==> config.mk <==
export PLATFORM = sky130hd
export DESIGN_NAME = alu_control_pipe
export DESIGN_NICKNAME = d
export VERILOG_FILES = /design/src/rtl/riscv_pkg.sv /design/src/rtl/alu_op_decode.sv /design/src/rtl/alu_control_pipe.sv
export SDC_FILE = /design/constraint.sdc
export NUM_CORES = 1
export LEC_CHECK = 0
export ABC_AREA = 0
export CORE_ASPECT_RATIO = 0.7
export CORE_MARGIN = 1.5
export CORE_UTILIZATION = 44
export CTS_CLUSTER_SIZE = 24
export DETAILED_ROUTE_END_ITERATION = 7
export GPL_ROUTABILITY_DRIVEN = 0
export GPL_TIMING_DRIVEN = 0
export PLACE_DENSITY = 0.77
export SKIP_CTS_REPAIR_TIMING = 1
export SLEW_MARGIN = 0
export SYNTH_ARGS = -nofsm -noshare
export SYNTH_HDL_FRONTEND = slang
export SYNTH_SLANG_ARGS = --single-unit
export TNS_END_PERCENT = 5
==> constraint.sdc <==
create_clock -name clk -period 4.25 [get_ports clk]
set_clock_uncertainty 0.15 [all_clocks]
set_input_delay 0.85 -clock clk [delete_from_list [all_inputs] [get_ports clk]]
set_output_delay 0.85 -clock clk [all_outputs]
set_load 0.05 [all_outputs]
Figure 1. Routing congestion.
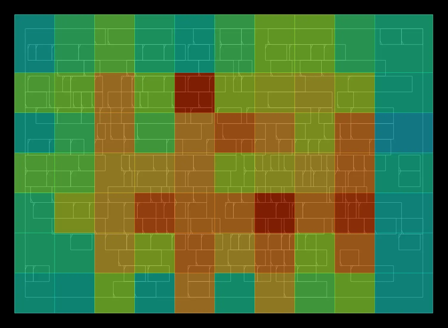
met2 GRT Util: 0.350
grt met1 use: 0.299
GR peak layer: met2

Figure 2. Cell sizes after repair.
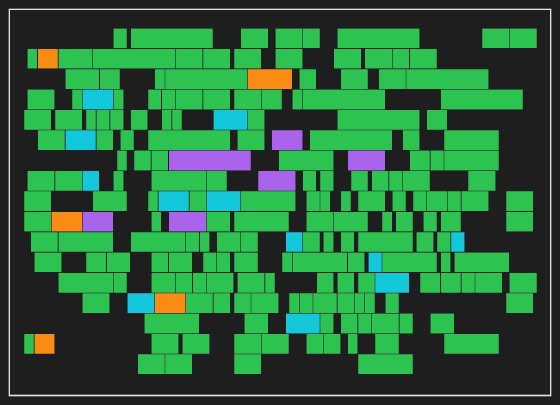
- green: _0 and _1 cells (cells 181; share 89%)
- orange: _3 and _4 cells (cells 5; share 2.5%)
- purple: _6 and larger (cells 6; share 2.9%)
- cyan: _2 cells (cells 12; share 5.9%)
Setup WS post-layout: 1610 ps
nonclk buf count: 54

Figure 3. Cells colored by class.
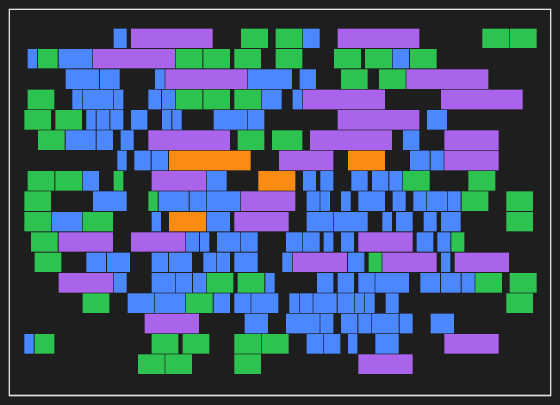
- green: other buffers and delay cells (cells 54)
- orange: clock drivers and dummy loads (cells 4)
- purple: flops (cells 26)
- blue: combinational and other logic (cells 120)
Seq/total area: 0.302
Site Rows: 17
CORE AREA: 3170 um2

Figure 4. Routed metal per tile.
The bar under the picture is 20 um long. The die is cut into 14 by 10 equal tiles; dark blue is low, red is high, scaled to the fullest tile. Values are wire area over tile area, all layers added.
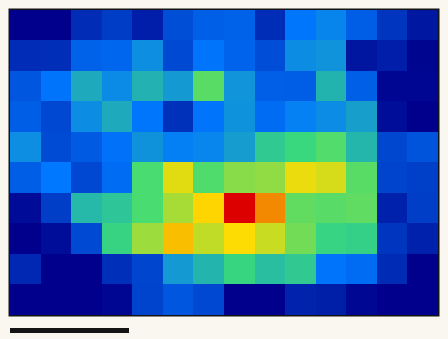
- fullest tile: 0.64
- emptiest ninth of the die: bottom left
- tiles over half the peak: 17%
- mean over tiles: 0.17
- nearly empty tiles: 14%
- densest ninth of the die: middle
DR WL/cell: 16.1 um
via count: 1457
Total Routing Usage GR: 0.219

Figure 5. Local utilization.
The bar under the picture is 20 um long. The die is cut into 7 by 5 equal tiles; dark blue is low, red is high, 0 to 100% covered.
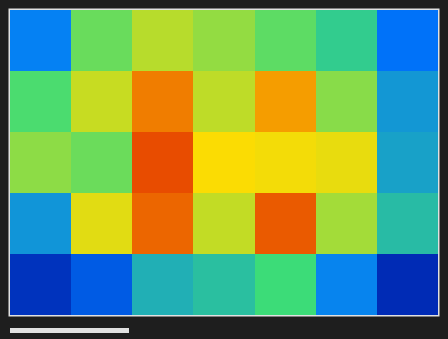
- tiles over 75% full: 14%
- fullest tile: 91%
- densest ninth of the die: middle
- mean over tiles: 54%
fp_density: 0.464
Final Util: 0.648

==> out/results.txt <==
Fin. Hold Viols -> 0
Internal power -> 0.429 mW
CTS Sinks -> 26
Routing usage on met3 -> 0.0572
Unrepaired setup endpoints after global routing -> false
MUX area fraction -> 0.0289
Most used flip-flop cell -> dfxtp_1
Worst Hold Path Cells -> 2
Adder Share, Synth -> 0.0340
Power per Cell Area -> 274 nW/um2
DR vias/cell -> 6.02
Slowest stage delay, CP -> 860 ps
Syn Std Cell Area -> 1470 um2
CP Class -> reg2out
Outcome -> complete, no violations
DP Area -> 1980 um2
Port buffer count -> 46
Logic cell area -> 788 um2
Worst path cell trace -> clkdlybuf4s50_1
Routed met2 length -> 1860 um
Antenna violations before repair -> 0
Top cells by area -> dfxtp_1 (22%), edfxtp_1 (20%), a21oi_1 (4.1%)
[metrics by stage]
stage	cells	util	setup WS (ps)
6_report	242	0.648	1610
5_1_grt	242	0.648	1440
4_1_cts	242	0.648	1630
3_5_place_dp	238	0.626	1380
3_3_place_gp	238	0.626	1430
2_1_floorplan	154	-	1940
[synthesized netlist by cell type, types with 2 or more instances]
cell and instances:
nor3_1 4, buf_6 2, or4_1 3, o41ai_1 2, o21ai_0 4, mux2i_1 2, edfxtp_1 10, buf_4 2
nor4_1 6, buf_2 2, or2_2 2, nor3b_1 2, and2_1 4, ha_1 4, clkbuf_1 2, nor2_1 8
a21oi_1 12, nand2_1 10, and3_1 4, nand3_1 8, o31ai_1 3, inv_1 3, nand4_1 6, dfxtp_1 16
or3_1 4, and4_1 4, a211oi_2 2, mux2_2 2, a31oi_1 3
Power is estimated from default activity; no workload was simulated.
